## config.mk

```make
export PLATFORM = sky130hd
export DESIGN_NAME = mac_decoder
export DESIGN_NICKNAME = d
export VERILOG_FILES = /design/src/rtl/mac_pkg.sv /design/src/rtl/mac_rx_stats.sv /design/src/rtl/mac_decoder.sv
export SDC_FILE = /design/constraint.sdc
export NUM_CORES = 1
export LEC_CHECK = 0
export CORE_ASPECT_RATIO = 1.75
export CORE_MARGIN = 2
export CORE_UTILIZATION = 28
export DETAILED_ROUTE_END_ITERATION = 7
export RECOVER_POWER = 25
export SYNTH_ARGS = -nofsm -noshare
export SYNTH_HDL_FRONTEND = slang
export SYNTH_SLANG_ARGS = --single-unit
```

## constraint.sdc

```tcl
create_clock -name clk -period 2 [get_ports clk]
set_input_delay 0.2 -clock clk [delete_from_list [all_inputs] [get_ports clk]]
set_output_delay 0.2 -clock clk [all_outputs]
set_load 0.1 [all_outputs]
```

## src/rtl/mac_pkg.sv

```systemverilog
// Shared definitions for the Ethernet II receive decoder.
// Holds header geometry, EtherType and ARP_TYPE codes, the broadcast and
// default station address, the decoder state encoding and the header payload
// struct. Optional feature macro used by the decoder: MAC_DECODER_STATS_EN.
package mac_pkg;

  localparam int unsigned BYTE_W    = 8;
  localparam int unsigned ADDR_W    = 48;
  localparam int unsigned TYPE_W    = 16;
  localparam int unsigned HDR_W     = 112;
  localparam int unsigned SHADOW_W  = HDR_W - BYTE_W;
  localparam int unsigned HDR_BYTES = 14;
  localparam int unsigned DST_BYTES = 6;
  localparam int unsigned BCNT_W    = 4;
  localparam int unsigned CNT_W     = 16;
  localparam int unsigned ATYPE_W   = 2;

  localparam logic [ADDR_W-1:0] DEFAULT_MAC_ADDR = 48'h00_0A_35_00_00_01;
  localparam logic [ADDR_W-1:0] BCAST_ADDR       = 48'hFF_FF_FF_FF_FF_FF;

  localparam logic [TYPE_W-1:0] ETH_ARP  = 16'h0806;
  localparam logic [TYPE_W-1:0] ETH_RARP = 16'h8035;
  localparam logic [TYPE_W-1:0] ETH_IP   = 16'h0800;

  localparam logic [ATYPE_W-1:0] ARP_CODE  = 2'b01;
  localparam logic [ATYPE_W-1:0] RARP_CODE = 2'b10;

  typedef enum logic [2:0] {
    ST_IDLE    = 3'd0,
    ST_HDR     = 3'd1,
    ST_PAYLOAD = 3'd2,
    ST_DROP    = 3'd3,
    ST_DONE    = 3'd4
  } state_t;

  // Header layout as it appears on MAC_HEADER: dst in the MSBs.
  typedef struct packed {
    logic [ADDR_W-1:0] dst;
    logic [ADDR_W-1:0] src;
    logic [TYPE_W-1:0] ethertype;
  } mac_hdr_t;

  // Octet idx of an address, octet 0 being the first on the wire.
  function automatic logic [BYTE_W-1:0] addr_octet(input logic [ADDR_W-1:0] addr,
                                                   input logic [BCNT_W-1:0] idx);
    logic [ADDR_W-1:0] sh;
    sh = addr << {idx, 3'b000};
    return sh[ADDR_W-1 -: BYTE_W];
  endfunction

endpackage

```

## src/rtl/mac_rx_stats.sv

```systemverilog
// Saturating receive statistics.
// Ports: clk, rst_n (async active-low), accept/drop one-cycle strobes in,
// frame_cnt/drop_cnt 16-bit saturating counts out (cleared only by reset).
module mac_rx_stats
  import mac_pkg::*;
(
  input  logic             clk,
  input  logic             rst_n,
  input  logic             accept,
  input  logic             drop,
  output logic [CNT_W-1:0] frame_cnt,
  output logic [CNT_W-1:0] drop_cnt
);

  // Both counters stick at all-ones.
  always_ff @(posedge clk or negedge rst_n) begin
    if (!rst_n) begin
      frame_cnt <= '0;
      drop_cnt  <= '0;
    end else begin
      if (accept && (frame_cnt != '1)) frame_cnt <= frame_cnt + CNT_W'(1);
      if (drop && (drop_cnt != '1))    drop_cnt  <= drop_cnt + CNT_W'(1);
    end
  end

endmodule

```

## src/rtl/mac_decoder.sv

```systemverilog
// Ethernet II receive frame decoder: parses the 14-byte MAC header, filters
// on destination (own address or broadcast) and EtherType, and forwards the
// payload to the ARP/RARP or IP path with one cycle of latency.
// Ports: clk, rst_n (async active-low); in_data/in_data_vld byte stream;
// mac_header/hdr_vld captured header; arp_en/arp_type/arp_data/arp_done and
// ip_en/ip_data/ip_done payload paths; rx_frame_cnt/rx_drop_cnt statistics.
// Optional: define MAC_DECODER_STATS_EN to build the statistics counters;
// otherwise both count ports read zero.
module mac_decoder
  import mac_pkg::*;
#(
  parameter logic [ADDR_W-1:0] HTGv6_MAC_ADDR = DEFAULT_MAC_ADDR
) (
  input  logic               clk,
  input  logic               rst_n,
  input  logic [BYTE_W-1:0]  in_data,
  input  logic               in_data_vld,
  output logic [HDR_W-1:0]   mac_header,
  output logic               hdr_vld,
  output logic               arp_en,
  output logic [ATYPE_W-1:0] arp_type,
  output logic [BYTE_W-1:0]  arp_data,
  output logic               arp_done,
  output logic               ip_en,
  output logic [BYTE_W-1:0]  ip_data,
  output logic               ip_done,
  output logic [CNT_W-1:0]   rx_frame_cnt,
  output logic [CNT_W-1:0]   rx_drop_cnt
);

  state_t                state_q, state_d;
  logic [SHADOW_W-1:0]   shadow_q, shadow_d;
  logic [BCNT_W-1:0]     cnt_q, cnt_d;
  logic                  own_q, own_d;
  logic                  bcast_q, bcast_d;
  logic                  sel_arp_q, sel_arp_d;

  logic                  hdr_take;
  logic                  fwd_byte;
  logic                  frame_end;
  logic                  drop_evt;

  mac_hdr_t              hdr_next;
  logic                  own_hit;
  logic                  bcast_hit;
  logic                  is_arp;
  logic                  is_ip;

  // Header as it would stand once the current byte is appended.
  assign hdr_next  = mac_hdr_t'({shadow_q, in_data});
  assign is_arp    = (hdr_next.ethertype == ETH_ARP) || (hdr_next.ethertype == ETH_RARP);
  assign is_ip     = (hdr_next.ethertype == ETH_IP);
  // cnt_q is zero in IDLE, so these compare against octet 0 there.
  assign own_hit   = (in_data == addr_octet(HTGv6_MAC_ADDR, cnt_q));
  assign bcast_hit = (in_data == addr_octet(BCAST_ADDR, cnt_q));

  // State and header-parse registers; reset lands in DROP so a frame in
  // flight at reset release is skipped.
  always_ff @(posedge clk or negedge rst_n) begin
    if (!rst_n) begin
      state_q   <= ST_DROP;
      shadow_q  <= '0;
      cnt_q     <= '0;
      own_q     <= 1'b0;
      bcast_q   <= 1'b0;
      sel_arp_q <= 1'b0;
    end else begin
      state_q   <= state_d;
      shadow_q  <= shadow_d;
      cnt_q     <= cnt_d;
      own_q     <= own_d;
      bcast_q   <= bcast_d;
      sel_arp_q <= sel_arp_d;
    end
  end

  // Next state and per-cycle strobes.
  always_comb begin
    state_d   = state_q;
    shadow_d  = shadow_q;
    cnt_d     = '0;
    own_d     = own_q;
    bcast_d   = bcast_q;
    sel_arp_d = sel_arp_q;
    hdr_take  = 1'b0;
    fwd_byte  = 1'b0;
    frame_end = 1'b0;
    drop_evt  = 1'b0;

    case (state_q)
      ST_IDLE: begin
        if (in_data_vld) begin
          state_d  = ST_HDR;
          cnt_d    = BCNT_W'(1);
          shadow_d = {shadow_q[SHADOW_W-BYTE_W-1:0], in_data};
          own_d    = own_hit;
          bcast_d  = bcast_hit;
        end
      end

      ST_HDR: begin
        if (!in_data_vld) begin
          // Runt: frame ended inside the header.
          state_d  = ST_IDLE;
          drop_evt = 1'b1;
        end else begin
          shadow_d = {shadow_q[SHADOW_W-BYTE_W-1:0], in_data};
          if (cnt_q < BCNT_W'(DST_BYTES)) begin
            own_d   = own_q & own_hit;
            bcast_d = bcast_q & bcast_hit;
          end
          if (cnt_q == BCNT_W'(HDR_BYTES - 1)) begin
            // Destination flags are final since octet 5.
            if ((own_q || bcast_q) && (is_arp || is_ip)) begin
              state_d   = ST_PAYLOAD;
              hdr_take  = 1'b1;
              sel_arp_d = is_arp;
            end else begin
              state_d  = ST_DROP;
              drop_evt = 1'b1;
            end
          end else begin
            cnt_d = cnt_q + BCNT_W'(1);
          end
        end
      end

      ST_PAYLOAD: begin
        if (in_data_vld) begin
          fwd_byte = 1'b1;
        end else begin
          state_d   = ST_DONE;
          frame_end = 1'b1;
        end
      end

      ST_DONE: begin
        // A byte here means the inter-frame gap was too short.
        if (in_data_vld) begin
          state_d  = ST_DROP;
          drop_evt = 1'b1;
        end else begin
          state_d = ST_IDLE;
        end
      end

      ST_DROP: begin
        if (!in_data_vld) state_d = ST_IDLE;
      end

      default: begin
        state_d = ST_DROP;
      end
    endcase
  end

  // Registered outputs; data of each path only moves when that path forwards.
  always_ff @(posedge clk or negedge rst_n) begin
    if (!rst_n) begin
      mac_header <= '0;
      hdr_vld    <= 1'b0;
      arp_en     <= 1'b0;
      arp_type   <= '0;
      arp_data   <= '0;
      arp_done   <= 1'b0;
      ip_en      <= 1'b0;
      ip_data    <= '0;
      ip_done    <= 1'b0;
    end else begin
      hdr_vld  <= hdr_take;
      arp_en   <= fwd_byte & sel_arp_q;
      ip_en    <= fwd_byte & ~sel_arp_q;
      arp_done <= frame_end & sel_arp_q;
      ip_done  <= frame_end & ~sel_arp_q;
      if (hdr_take) begin
        mac_header <= hdr_next;
        if (is_arp) arp_type <= (hdr_next.ethertype == ETH_RARP) ? RARP_CODE : ARP_CODE;
      end
      if (fwd_byte && sel_arp_q)  arp_data <= in_data;
      if (fwd_byte && !sel_arp_q) ip_data  <= in_data;
    end
  end

`ifdef MAC_DECODER_STATS_EN
  mac_rx_stats u_stats (
    .clk       (clk),
    .rst_n     (rst_n),
    .accept    (frame_end),
    .drop      (drop_evt),
    .frame_cnt (rx_frame_cnt),
    .drop_cnt  (rx_drop_cnt)
  );
`else
  logic unused_drop_evt;
  assign unused_drop_evt = drop_evt;
  assign rx_frame_cnt    = '0;
  assign rx_drop_cnt     = '0;
`endif

endmodule

```

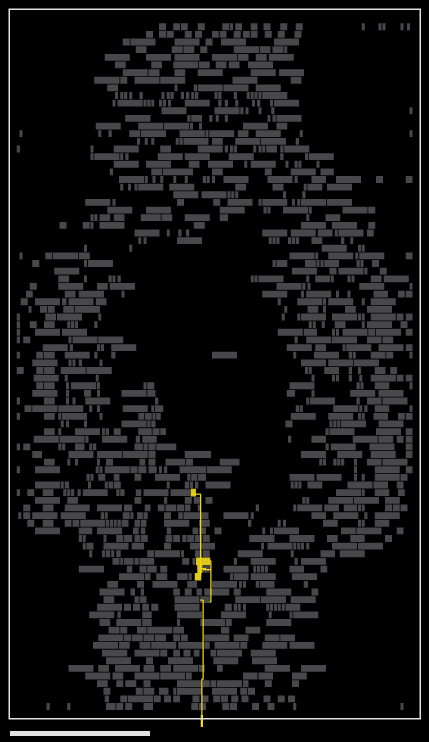
io_fan.png
Scale bar: 50 um.
[yellow] `in_data_vld` | bits: 1 | direction: input | end cells: 4 | buffers: 2 | wire: 95.6 um

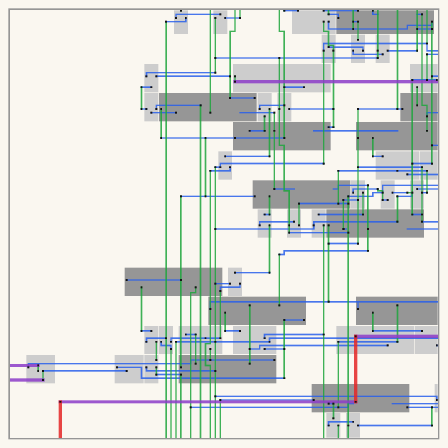
detail.png
Region (16, 169) to (56, 209) um. Cells in gray, sequential cells in the stronger gray; small squares are vias.
[purple] metal 3
[blue] metal 1
[red] metal 4
[green] metal 2
netlist names of flops here include: `shadow_q` (7), `mac_header` (4)
sequential cells in the window: 11
most frequent: nand2_1 (22), dfrtp_1 (11), mux2_2 (6)
cells with their middle in the window: 43

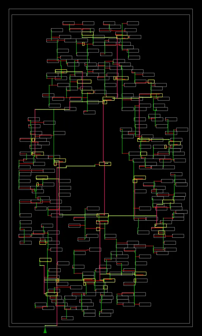
clocks.png
# clk buffers: 34
clk latency late pin: 530 ps
CTS buffer count: 23
clk pwr: 4.30 mW

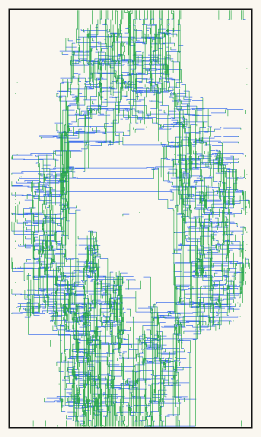
wires.png
Two of the layers only.
[blue] metal 1 | wire length: 8960 um
[green] metal 2 | wire length: 12500 um

==> flow_summary.ini <==
; yosys + openroad results
[worst_hold_path]
hold_start = in_data[2]
hold_path_depth = 3

[pwr]
ir_worst_vdd_mv = 0.504
comb_power_share = 0.107
p_switching_mw = 3.13
p_seq_frac = 0.511
intPower_mw = 8.14
power-top-group = registers
seq_cell_power_mw = 5.76

[synth]
yosysUniqueCellTypes = 42
synthFlopType = dfrtp_1
syn_area_um2 = 9850
ys_cells = 837
async_reset_ff_frac = 1.00
ys_top_logic_family = simple AND/OR/NAND/NOR gates
yosys.area_share.aoi = 0.0126
ys_warn_count = 0
mux_share = 0.152
synth_chip_area_um2 = 9850
xor_share = 0.00267
adder_share = 0
ys_sh_simple = 0.153

[floorplan]
dieArea_um2 = 36800
fp.dieH_um = 252
row_count = 90

[critical_path]
crit_path_start_kind = flip-flop
r2r_slack_ps = -100
critPathKind = reg -> reg
r2r.worst_path.cells = 6
crit_end = mac_header[74]$_DFFE_PN0P_

[place]
place_worst_setup_slack_ps = -552
io_buffers = 145
dp.cells = 1451
gp_congestion = 0.817
place_hpwl_um = 16000

[grt]
grt_use_met2 = 0.233
grt_pass1_vias = 6471
grt-busiest-layer = met2
grt_first_pass_wirelength_um = 36200
grt_util_met1 = 0.142
antenna_found_initial = 0

[cells_and_area]
layout_top_cells = 312 x nand2_1, 247 x dfrtp_1, 176 x buf_4
layout.nets = 1028
final_layout_top_logic_cell = nand2_1
layoutNonFillerInstCount = 1493

[final_timing]
setup_violations = 93
slew_headroom = 0.00964
finalClockPeriodUsage = 1.05
report.final.slew_viol_count = 0
period_minus_slack_ps = 2100
hold_viol_final = 0
max_freq_mhz = 476
holdWs_ps = 353
grt_setup_unrepaired = yes
setup_ws_ps = -101

[clocking]
cts_tree = built
cts_resized = 2
hold_buffers = 1
clockBufferDepth = 3

[run_status]
status = finished, violations left
violations = setup timing

[route]
route.detailed.drc = 0
routed.top_layer = met4
route.met2.wl_um = 12500
[cell usage after synthesis, drive strengths merged (2+ instances only)]
master    n  area [um2]
nand2   312        1170
dfrtp   247        6180
mux2    119        1490
buf      51         365
clkbuf   20        75.1
and2     11        68.8
nor2     11        43.8
nor3      6        35.0
o21ai     6        30.0
a21oi     5        25.0
inv       5        18.8
nor4      5        37.5
nand2b    3        18.8
nand3     3        15.0
nand4     3        18.8
o31ai     3        22.5
or2       3        18.8
and3      2        12.5
dfstp     2        52.6
nor2b     2        12.5
nor4b     2        17.5
or3       2        12.5
xor2      2        17.5
[registers in the layout, indices dropped and copies added (netlist names)]
signal      cells
ip_done         1
cnt_q           4
arp_data        8
shadow_q      104
ip_en           1
hdr_vld         1
arp_en          1
sel_arp_q       1
state_q         3
ip_data         8
arp_done        1
mac_header    112
bcast_q         1
own_q           1
arp_type        2
[area by class of cell]
| type | instances | area [um2] |
|---|---|---|
| sequential | 249 | 6230 |
| tap | 460 | 576 |
| inverter | 5 | 18.8 |
| fill | 3431 | 22200 |
| clock buffer | 34 | 657 |
| timing repair buffer | 195 | 1550 |
| multi-input combinational | 543 | 3310 |
| clock inverter | 7 | 73.8 |
[critical path, cell delays in order (launching register included)]
cell,delay (ps)
dfrtp_1,430
nand4b_1,190
nor4_1,190
nor3_1,120
or3_4,420
buf_12,200
mux2_4,350
[stage by stage]
| step | TNS (ps) | util |
|---|---|---|
| final | -5740 | 0.359 |
| after global routing | -15150 | 0.359 |
| after CTS | -5250 | 0.360 |
| after detailed placement | -58460 | 0.339 |
| after global placement | -56660 | 0.339 |
| after floorplan | -2080 | - |
[kinds of logic after synthesis]
logic type,after synthesis
other,1
AND/OR/NAND/NOR,368
flip-flops,249
XOR/XNOR,3
multiplexers,120
buffers and inverters,76
AND-OR/OR-AND,20
No activity file was given, so power comes from the tool's default toggle rates.
